### Drive-strength map, run 1

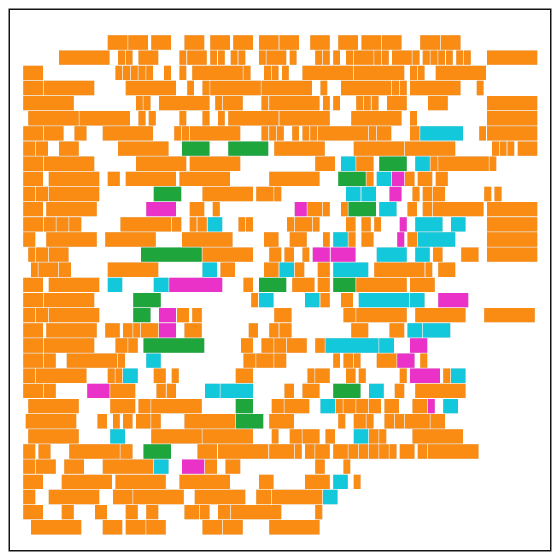
### Placed cells, one colour a class, run 1

The bar under the picture is 20 um long. Fill, decap, tap and diode cells in grey.
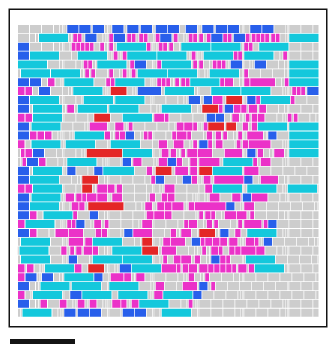
### The clock network, run 1

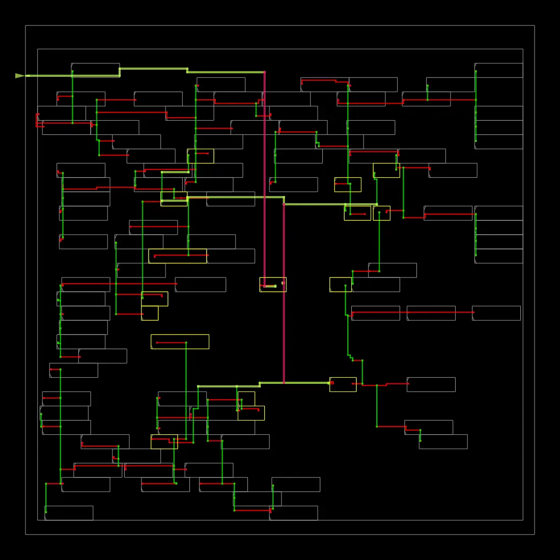
### Selected gate families, run 1

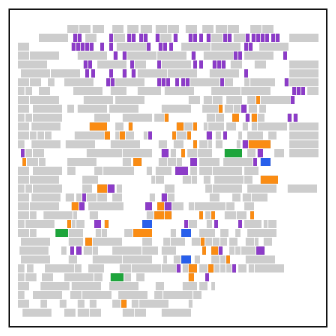
===== src/rtl/kd_tree_ctrl_pkg.sv =====
// Shared sizes and state encoding for the k-d tree cluster controller.
// Also provides the depth helper that maps a zero depth setting to one level.
package kd_tree_ctrl_pkg;
  localparam int DIM         = 3;
  localparam int DATA_RANGE  = 255;
  localparam int MAX_DEPTH   = 16;
  localparam int DIM_SIZE    = $clog2(DATA_RANGE);
  localparam int DEPTH_SIZE  = $clog2(MAX_DEPTH);
  localparam int CENTER_SIZE = DIM * DIM_SIZE;
  // Holds 2*depth-1 for the longest SORT phase.
  localparam int STEP_SIZE   = DEPTH_SIZE + 1;

  typedef enum logic [3:0] {
    S_IDLE, S_INIT, S_ITER, S_WAIT_PT, S_RECV, S_DESCEND,
    S_ACC, S_UPDATE, S_SORT, S_CHECK, S_DONE
  } kd_state_e;

  function automatic logic [DEPTH_SIZE-1:0] eff_depth(input logic [DEPTH_SIZE-1:0] d);
    return (d == '0) ? DEPTH_SIZE'(1) : d;
  endfunction
endpackage


===== src/rtl/kd_tree_ctrl_step_counter.sv =====
// Loadable down-counter with a zero flag.
// It times the DESCEND and SORT phases of the controller.
module kd_step_counter #(
  parameter int W = 5
) (
  input  logic         clk,
  input  logic         rst,
  input  logic         load,
  input  logic         dec,
  input  logic [W-1:0] load_val,
  output logic         zero
);
  logic [W-1:0] cnt;

  always_ff @(posedge clk or negedge rst) begin
    if (!rst)                  cnt <= '0;
    else if (load)             cnt <= load_val;
    else if (dec && cnt != '0) cnt <= cnt - 1'b1;
  end

  assign zero = (cnt == '0);
endmodule


===== src/rtl/kd_tree_ctrl.sv =====
// Initiator for the cluster PE tree: streams points into the root PE and
// sequences k-means iterations until the tree reports stable or the cap is hit.
module kd_tree_ctrl
  import kd_tree_ctrl_pkg::*;
#(
  parameter int NUM_POINTS = 64,
  parameter int MAX_ITER   = 16
) (
  input  logic                           clk,
  input  logic                           rst,
  input  logic                           start,
  input  logic [DEPTH_SIZE-1:0]          depth_cfg,
  input  logic [CENTER_SIZE-1:0]         init_center,
  input  logic                           pt_valid,
  input  logic [CENTER_SIZE-1:0]         pt_data,
  output logic                           pt_ready,
  input  logic                           stable,
  input  logic                           switch_en,
  output logic                           en,
  output logic                           init,
  output logic                           start_iter,
  output logic                           receive_point,
  output logic                           next_level,
  output logic                           inc,
  output logic                           update,
  output logic                           sorting,
  output logic                           parent_switch,
  output logic                           child_switch,
  output logic [CENTER_SIZE-1:0]         parent_out,
  output logic [DEPTH_SIZE-1:0]          depth_out,
  output logic [CENTER_SIZE-1:0]         point_out,
  output logic [$clog2(MAX_ITER+1)-1:0]  iter_cnt,
  output logic                           busy,
  output logic                           done
);
  localparam int PCNT_SIZE = $clog2(NUM_POINTS + 1);
  localparam int ITER_SIZE = $clog2(MAX_ITER + 1);
  localparam logic [PCNT_SIZE-1:0] NP = PCNT_SIZE'(NUM_POINTS);
  localparam logic [ITER_SIZE-1:0] MI = ITER_SIZE'(MAX_ITER);

  kd_state_e state, state_d;
  logic [DEPTH_SIZE-1:0]  dep_q;
  logic [PCNT_SIZE-1:0]   pcnt;
  logic                   step_load, step_dec, step_zero;
  logic [STEP_SIZE-1:0]   step_val;
  logic                   sort_odd, sort_odd_d;
  logic                   run_d, init_d, iter_d, ready_d, recv_d, level_d, inc_d, upd_d, sort_d, done_d;
  logic [CENTER_SIZE-1:0] parent_d;
  logic [DEPTH_SIZE-1:0]  depth_d;
  logic                   start_ok, accept;

  assign start_ok = (state == S_IDLE || state == S_DONE) && start;
  assign accept   = (state == S_WAIT_PT) && pt_valid;

  kd_step_counter #(.W(STEP_SIZE)) u_step (
    .clk      (clk),
    .rst      (rst),
    .load     (step_load),
    .dec      (step_dec),
    .load_val (step_val),
    .zero     (step_zero)
  );

  always_ff @(posedge clk or negedge rst) begin
    if (!rst) state <= S_IDLE;
    else      state <= state_d;
  end

  always_comb begin
    state_d = state;
    unique case (state)
      S_IDLE, S_DONE: if (start) state_d = S_INIT;
      S_INIT:         state_d = S_ITER;
      S_ITER:         state_d = S_WAIT_PT;
      S_WAIT_PT:      if (pt_valid) state_d = S_RECV;
      S_RECV:         state_d = (dep_q == DEPTH_SIZE'(1)) ? S_ACC : S_DESCEND;
      S_DESCEND:      if (step_zero) state_d = S_ACC;
      S_ACC:          state_d = (pcnt == NP) ? S_UPDATE : S_WAIT_PT;
      S_UPDATE:       state_d = S_SORT;
      S_SORT:         if (step_zero) state_d = S_CHECK;
      S_CHECK:        state_d = (stable || (iter_cnt + 1'b1 >= MI)) ? S_DONE : S_ITER;
      default:        state_d = S_IDLE;
    endcase
  end

  // Outputs are decoded from the next state so the registered copies line up with the state.
  always_comb begin
    step_load = 1'b0;
    step_dec  = 1'b0;
    step_val  = '0;
    if (state == S_RECV) begin
      step_load = 1'b1;
      step_val  = {1'b0, dep_q} - STEP_SIZE'(2);
    end else if (state == S_UPDATE) begin
      step_load = 1'b1;
      step_val  = {dep_q, 1'b0} - STEP_SIZE'(1);
    end else if (state == S_DESCEND || state == S_SORT) begin
      step_dec  = 1'b1;
    end
    run_d      = !(state_d == S_IDLE || state_d == S_DONE);
    init_d     = (state_d == S_INIT);
    iter_d     = (state_d == S_ITER);
    ready_d    = (state_d == S_WAIT_PT);
    recv_d     = (state_d == S_RECV);
    level_d    = (state_d == S_RECV) || (state_d == S_DESCEND);
    inc_d      = (state_d == S_ACC);
    upd_d      = (state_d == S_UPDATE);
    sort_d     = (state_d == S_SORT);
    done_d     = (state_d == S_DONE);
    sort_odd_d = (state_d == S_SORT) && (state == S_SORT) && !sort_odd;
    parent_d   = init_d ? init_center : '0;
    depth_d    = init_d ? eff_depth(depth_cfg) : '0;
  end

  always_ff @(posedge clk or negedge rst) begin
    if (!rst) begin
      {en, busy, init, start_iter, pt_ready, receive_point} <= '0;
      {next_level, inc, update, sorting, sort_odd, done}    <= '0;
      parent_out <= '0;
      depth_out  <= '0;
    end else begin
      en            <= run_d;
      busy          <= run_d;
      init          <= init_d;
      start_iter    <= iter_d;
      pt_ready      <= ready_d;
      receive_point <= recv_d;
      next_level    <= level_d;
      inc           <= inc_d;
      update        <= upd_d;
      sorting       <= sort_d;
      sort_odd      <= sort_odd_d;
      done          <= done_d;
      parent_out    <= parent_d;
      depth_out     <= depth_d;
    end
  end

  always_ff @(posedge clk or negedge rst) begin
    if (!rst) begin
      dep_q     <= '0;
      pcnt      <= '0;
      iter_cnt  <= '0;
      point_out <= '0;
    end else begin
      if (start_ok) begin
        dep_q    <= eff_depth(depth_cfg);
        iter_cnt <= '0;
        pcnt     <= '0;
      end
      if (state == S_ITER) pcnt <= '0;
      if (accept) begin
        point_out <= pt_data;
        if (pcnt != NP) pcnt <= pcnt + 1'b1;
      end
      if (state == S_CHECK && iter_cnt != MI) iter_cnt <= iter_cnt + 1'b1;
    end
  end

  // The PE decides the swap in the cycle it is offered, so switch_en gates the phase directly.
  assign parent_switch = sorting && !sort_odd && switch_en;
  assign child_switch  = sorting &&  sort_odd && switch_en;
endmodule

===== config.mk =====
export PLATFORM = sky130hd
export DESIGN_NAME = kd_tree_ctrl
export DESIGN_NICKNAME = d
export VERILOG_FILES = /design/src/rtl/kd_tree_ctrl_pkg.sv /design/src/rtl/kd_tree_ctrl_step_counter.sv /design/src/rtl/kd_tree_ctrl.sv
export SDC_FILE = /design/constraint.sdc
export NUM_CORES = 1
export LEC_CHECK = 0
export CAP_MARGIN = 10
export CORE_MARGIN = 2
export CORE_UTILIZATION = 45
export DETAILED_ROUTE_END_ITERATION = 7
export DONT_BUFFER_PORTS = 1
export PLACE_DENSITY_LB_ADDON = 0.1
export SYNTH_ARGS = -nofsm -noshare
export SYNTH_HDL_FRONTEND = slang
export SYNTH_SLANG_ARGS = --single-unit

===== constraint.sdc =====
create_clock -name clk -period 2.01 [get_ports clk]
set_input_delay 0.201 -clock clk [delete_from_list [all_inputs] [get_ports clk]]
set_output_delay 0.201 -clock clk [all_outputs]
set_load 0.005 [all_outputs]

==> changes_impl.md, run 1 <==
### Implementation results

* GRT overflow at 0
* Mux contribution to synthesized area at 0.869%
* RSZ-0062 raised after global routing: yes
* Skew final at 0.00943 ns
* Ports at 128
* Synth top area cells: dfrtp_1 (57%), nand2_1 (8.3%), and2_1 (4.5%)
* Synthesis-stage register bit count at 88
* 1st-pass router iterations at 5
* Diodes inserted at 0
* Fp_density at 46.9%
* Sw Ratio at 37.0%
* Synthesized instance count at 385
* Crit path required time at 2.29 ns
* Crit. End Element: flop
* Wirelength, routed at 8990 um
* Logic pwr share at 37.9%
* Final period util at 103%
* FILL cells at 689
* Register area at 2200 um^2
* Final Max Tran Viols at 0
* CTS H-tree depth at 3
* Synth Area in Compound Gates at 12.5%
* Final Worst Setup Slack at -0.0570 ns
* Setup tns final at -0.123 ns
* Die width at 97.0 um
* Status: complete, but fails checks
* Remaining routing DRC violations at 0
* Clk sink count at 88
* Slew headroom at 63.2%
* Netlist Area Pre-Place at 3890 um^2
* All-Layer GR Usage at 19.6%
* Internal at 4.24 mW
* Clock root buffer: clkbuf_8
* CTS Buf Count at 9
* Top logic family: simple AND/OR/NAND/NOR gates
* WS Path Type: reg -> reg
* CTS hold repair buffers at 52
* DIE HEIGHT at 97.0 um
* Synth Seq Share at 56.6%
* Clk_lat worst skew at 0.35 ns
* Nets@finish at 531
* Tool warnings at 34
* Reg clk slew, reported paths at 0.08 ns
* Drt wl/cell at 15.7 um
* Port Buffers at 0
* Fraction of registers with async set or reset after synthesis at 100%
* 1st-iter DRT viols at 138
* Max-Cap Viols at 0
* Die ar. at 9400 um^2
* Worst slack, placed at -0.000700 ns
* Comb gate area at 1650 um^2
* Critical Path Fanout Max at 5
* Predominant post-synthesis flop cell: dfrtp_1
* Clock tree buffer depth at 2
* Switching power total at 2.50 mW
* Mapped Nets at 453
* Vias at 3,009
* # Cells Yosys at 385
* XOR Share, Synth at 0.901%
* Worst Tran Pin Value at 0.544 ns
* CP max stage cell: or4b_4
* Top-area cell share at 56.6%
* Post-Synth Simple-Gate Area at 22.6%
* CTS tree: built
* Failing checks: hold timing, setup timing
* Initial antenna violation count at 0
* Critical path launch point type: flop
* Final Hold Viols at 88
* Final setup vio count at 6
* YS chip area at 3890 um^2
* Worst-path cell chain: inv_2 > ha_4 > or4b_4 > nor3b_4 > o21ai_2 > a31o_4 > a31oi_4
* Synth Warn # at 0
* Post-synthesis cell type count at 53
* Top post-synthesis cells by count: dfrtp_1 (88), nand2_1 (86), and2_1 (28)
* Placed instance area at 4170 um^2
* Via density at 5.25
* Hold Worst Slack at -0.459 ns
* Routability congestion estimate at 0.786
About 'Drive-strength map':
_3 and _4 cells -> cyan  # cells 40, share 8.5%
_6 and larger -> green  # cells 16, share 3.4%
_0 and _1 cells -> orange  # cells 394, share 84%
_2 cells -> magenta  # cells 18, share 3.8%
Final Worst Setup Slack: -0.0570 ns
Area growth, synth to finish: 29.5%
Non-Clock Buffer Count: 83
Final Instance Area: 5040 um^2

About 'Placed cells, one colour a class':
combinational and other logic -> magenta  # cells 281
clock drivers and dummy loads -> red  # cells 16
sequential cells -> cyan  # cells 88
remaining buffers and delay cells -> blue  # cells 83
Rows: 33
Core Util, Final: 60.7%
Seq area share: 43.8%

About 'The clock network':
seq_cells: 88
Clock group: 1.40 mW

About 'Selected gate families':
nor cells -> orange  # cells 39
mux cells -> green  # cells 3
xor and xnor cells -> blue  # cells 4
nand cells -> purple  # cells 101

[run 1: kinds of logic after synthesis]
logic type,count (synthesis)
compound gates,73
xor+xnor,4
fa+ha+maj,10
buf+inv,30
flops,88
mux,3
simple gates,177
[run 1: metrics by stage]
stage | hold slack [ns] | total power [mW]
after detailed placement | -0.0906 | 5.09
after floorplan | -0.0946 | 4.31
after global routing | -0.498 | 7.24
after global placement | -0.0907 | 5.05
after CTS | -0.493 | 6.60
final | -0.459 | 6.74
[run 1: sequential cells by signal, indices dropped and copies added, names as in the netlist, 4 cells and up]
name and count:
dep_q 4, depth_out 4, parent_out 24, iter_cnt 5
state 4, point_out 24, u_step.cnt 5, pcnt 7
[run 1: metal layers]
layer	wire, um	track usage, %	vias up
li1	-	-	1458
met1	3730	25.1	1452
met2	4510	31.0	90
met3	634	6.86	9
met4	111	6.72	0
met5	0	0	-
[run 1: path summary, 6_finish.rpt]
check	from	to	slack, ns
max	pcnt[1]$_DFF_PN0_	pcnt[3]$_DFF_PN0_	-0.06
min	rst	u_step.cnt[4]$_DFFE_PN0P_	-0.46
max reg2reg	pcnt[1]$_DFF_PN0_	pcnt[3]$_DFF_PN0_	-0.06
min reg2reg	sort_odd$_DFF_PN0_	sort_odd$_DFF_PN0_	0.50
max in group asynchronous	rst	depth_out[2]$_DFF_PN0_	2.30
min in group clk	depth_cfg[2]	depth_out[0]$_DFF_PN0_	0.09
[run 1: cells in the final DEF (no fill, tap or decap), types with 3 or more instances in the layout]
master         instances
nand2b_1               5
nor2b_1                5
dlygate4sd3_1         52
inv_2                  3
nand2_1               86
dfrtp_1               87
a21oi_1                8
buf_4                 30
and2_1                28
o21bai_1               4
nand3_1                7
clkbuf_8              10
a21boi_0               3
ha_1                   8
xor2_1                 3
o21ai_0               19
and3_1                 3
inv_1                 10
a31oi_1                6
o21a_1                 3
o31ai_1                4
o22ai_1                3
nor3_1                 6
nor2_1                18
[run 1: cell type report]
cell class                      count  share of cell area (%)
Clock inverter                      6                    1.94
Timing Repair Buffer               83                    15.2
Clock buffer                       10                    2.73
Sequential cell                    88                    43.8
Tap cell                          105                    2.61
Multi-Input combinational cell    267                    32.7
Inverter                           14                    1.04
[run 1: worst max-delay path, delay by kind of cell, from the launching register on]
kind	cells	cell delay (ns)
DFF	1	0.41
buffers and inverters	1	0.10
and+or+nand+nor	2	0.80
adders and majority gates	1	0.12
AOI/OAI and AO/OA	3	0.55
[run 1: what timing repair did]
action / 4_1_cts / 5_1_grt
endpoints found under the hold margin: 141 / 88
buffers inserted: 0 / 3
pin swaps: 2 / 7
setup endpoints to repair: 2 / 15
resized: 2 / 18
[run 1: power groups by stage]
stage               combinational, mW  sequential (mW)  clock [mW]
floorplan                        1.63             2.67           0
global placement                 2.25             2.80           0
CTS                              2.38             2.77        1.45
global route                     2.85             2.86        1.53
detailed placement               2.29             2.80           0
finish                           2.55             2.78        1.40
==> run 2, diff against run 1 <==
- PLACE_DENSITY_LB_ADDON: 0.1 -> not set
- RECOVER_POWER: not set -> 50
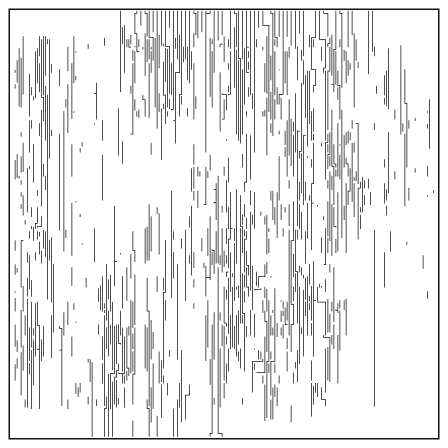
*Metal 2, run 2*
nets with wire on the layer = 453
longest straight run = 46.2 um
main direction = vertical
wire length on this layer = 4,760 um
share of all routed wire = 51%
wirelength, routed: 9430 um
GR Layer Usage met2: 34.6%
Vias: 3,062

==> changes_impl.md, run 2 <==
### Implementation results

* Final Hold Viols at 88 (unchanged)
* Top Family by Delay on Critical Path: simple AND/OR/NAND/NOR gates (unchanged)
* Synth top area cells: dfrtp_1 (57%), nand2_1 (8.3%), and2_1 (4.5%) (unchanged)
* Status: complete, but fails checks (unchanged)
* Rows at 33 (unchanged)
* Final setup vio count at 0 (was 6)
* RSZ-0062 raised after global routing: yes (unchanged)
* Drt wl/cell at 16.4 um (was 15.7 um)
* Critical path launch point type: flop (unchanged)
* Top-area cell share at 56.6% (unchanged)
* Final Max Tran Viols at 0 (unchanged)
* Die width at 97.0 um (unchanged)
* Routability congestion estimate at 0.886 (was 0.786)
* YS chip area at 3890 um^2 (unchanged)
* CTS hold repair buffers at 52 (unchanged)
* Synth Warn # at 0 (unchanged)
* Hold Worst Slack at -0.466 ns (was -0.459 ns)
* Most frequent logic cell in the layout: dfrtp_1 (unchanged)
* Max-Cap Viols at 0 (unchanged)
* Remaining routing DRC violations at 0 (unchanged)
* Failing checks: hold timing (was hold timing, setup timing)
* CTS H-tree depth at 3 (unchanged)
* # Cells Yosys at 385 (unchanged)
* All-Layer GR Usage at 20.8% (was 19.6%)
* Slew headroom at 67.5% (was 63.2%)
* Critical Path Fanout Max at 7 (was 5)
* VDD IR max at 0.585 mV (was 0.539 mV)
* Diodes inserted at 0 (unchanged)
* Crit path required time at 2.25 ns (was 2.29 ns)
* Worst slack, placed at -0.0144 ns (was -0.000700 ns)
* Area growth, synth to finish at 27.6% (was 29.5%)
* Tool warnings at 34 (unchanged)
* Top flop regs: parent_out (24), point_out (24), pcnt (7) (unchanged)
* Final Instance Area at 4960 um^2 (was 5040 um^2)
* GRT overflow at 0 (unchanged)
* FF-to-FF setup slack at 0.05 ns (was -0.06 ns)
* Critical Path Max Stage Delay at 0.46 ns (about the same)
* Final ANT Viol Nets at 0 (unchanged)
* Nets@finish at 531 (unchanged)
* Die ar. at 9400 um^2 (unchanged)
* Fraction of registers with async set or reset after synthesis at 100% (unchanged)
* Worst-path cell chain: inv_2 > ha_4 > or4b_4 > nor3b_4 > buf_4 > nor2_2 > mux2_2 (was inv_2 > ha_4 > or4b_4 > nor3b_4 > o21ai_2 > a31o_4 > a31oi_4)
* Synth Seq Share at 56.6% (unchanged)
* 1st-pass router iterations at 4 (was 5)
* Placed instance area at 4160 um^2 (was 4170 um^2)
* Critical path depth in cells at 7 (unchanged)
* Final Non-Filler Cells at 573 (unchanged)
* Skew final at 0.0120 ns (was 0.00943 ns)
* Predominant post-synthesis flop cell: dfrtp_1 (unchanged)
* Post-synthesis area per instance at 10.1 um^2 (unchanged)
* Via density at 5.34 (was 5.25)
* CTS tree: built (unchanged)
* Crit. End Element: flop (unchanged)
* Core Util, Final at 59.8% (was 60.7%)
* Worst Tran Pin Value at 0.486 ns (was 0.544 ns)
* Ports at 128 (unchanged)
* DIE HEIGHT at 97.0 um (unchanged)
* 1st-iter DRT viols at 166 (was 138)
* CP max stage cell: or4b_4 (unchanged)
* Clk sink count at 88 (unchanged)
* Synthesized instance count at 385 (unchanged)
* Top post-synthesis cells by count: dfrtp_1 (88), nand2_1 (86), and2_1 (28) (unchanged)
* Synthesis-stage register bit count at 88 (unchanged)
* Reg clk slew, reported paths at 0.09 ns (was 0.08 ns)
* Final Worst Setup Slack at 0.0469 ns (was -0.0570 ns)
* Final period util at 97.7% (was 103%)
* Netlist Area Pre-Place at 3890 um^2 (unchanged)
* Post-synthesis cell type count at 53 (unchanged)
* Clock tree buffer depth at 2 (unchanged)
* First-pass GRT wire length at 15,700 um (was 14,900 um)
* Fp_density at 46.9% (unchanged)
* Critical R2R Capture: pcnt[0]$_DFF_PN0_ (was pcnt[3]$_DFF_PN0_)
* Port Buffers at 0 (unchanged)
* Initial antenna violation count at 0 (unchanged)
* WS Path Type: reg -> reg (unchanged)
* Top cells excl fill/tap: dfrtp_1 (88), nand2_1 (86), dlygate4sd3_1 (52) (was dfrtp_1 (87), nand2_1 (86), dlygate4sd3_1 (52))
* Mapped Nets at 453 (unchanged)
* Worst reg2reg startpoint: pcnt[1]$_DFF_PN0_ (unchanged)
* Clock root buffer: clkbuf_8 (unchanged)
* Count of library flops with an enable pin at 0 (unchanged)
* Buf+Inv Stages, Crit Path at 2 (was 1)
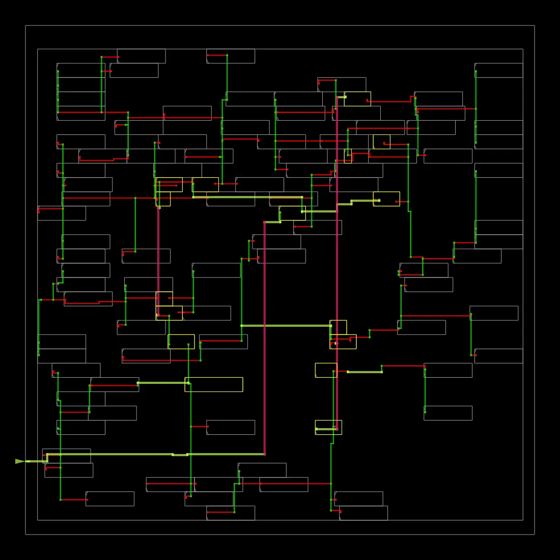
*The clock network, run 2*
clkbuf count: 10
CTS Buf Count: 9
Clock group: 1.26 mW
clk_lat worst skew: 0.35 ns

[run 2: repair_timing]
action,CTS,global route
buffers inserted,2,2
endpoints found under the hold margin,141,88
pin swaps,2,5
resized,2,12
endpoints found under the setup margin,4,15
[run 2: metal layers]
metal	share of wire (%)	global-route usage, %
met5	0	0
met4	1.8	7.04
met3	6.1	5.71
met2	50	34.6
met1	42	26.2
[run 2: metrics by stage]
step | power (mW) | hold slack, ns | setup TNS [ns]
finish | 6.50 | -0.466 | 0
floorplan | 4.31 | -0.0946 | 0
global placement | 5.00 | -0.0905 | 0
global route | 7.01 | -0.498 | -0.248
detailed placement | 5.05 | -0.0916 | -0.0144
CTS | 6.47 | -0.487 | 0
[run 2: area by class of cell]
| class | count | area, um^2 |
|---|---|---|
| multi-input cells | 267 | 1610 |
| clock buffers | 10 | 128 |
| well taps | 105 | 131 |
| clock inverters | 6 | 75.1 |
| flip-flops and latches | 88 | 2200 |
| fillers | 662 | 3340 |
| inverters | 14 | 52.6 |
| repair buffers | 83 | 766 |
[run 2: how the worst max path moves through the flow]
| stage | from | end |
|---|---|---|
| after global routing | state[2]$_DFF_PN0_ | busy$_DFF_PN0_ |
| final | pcnt[1]$_DFF_PN0_ | pcnt[0]$_DFF_PN0_ |
| after global placement | u_step.cnt[1]$_DFFE_PN0P_ | sort_odd$_DFF_PN0_ |
| after CTS | pcnt[0]$_DFF_PN0_ | pcnt[3]$_DFF_PN0_ |
| after floorplan | u_step.cnt[0]$_DFFE_PN0P_ | u_step.cnt[3]$_DFFE_PN0P_ |
| after detailed placement | u_step.cnt[1]$_DFFE_PN0P_ | sort_odd$_DFF_PN0_ |
[run 2: logic make-up after synthesis]
kind of cell | share of synthesized area, %
compound gates | 12.5
xor+xnor | 0.901
fa+ha+maj | 3.22
buf+inv | 3.31
flops | 56.6
mux | 0.869
simple gates | 22.6
[run 2: worst reg2reg max path: stages, from the launching register on]
cell	delay [ns]
dfrtp_1	0.41
inv_2	0.09
ha_4	0.12
or4b_4	0.46
nor3b_4	0.27
buf_4	0.17
nor2_2	0.07
mux2_2	0.27
[run 2: where the power goes]
group          total [mW]  leakage, nW  switching, mW  internal [mW]
Clock                1.26       0.0994          0.669          0.595
Sequential           2.78         1.16          0.469           2.32
Combinational        2.46         1.12           1.34           1.12
Total                6.50         2.38           2.48           4.03
Power is estimated from default activity; no workload was simulated.
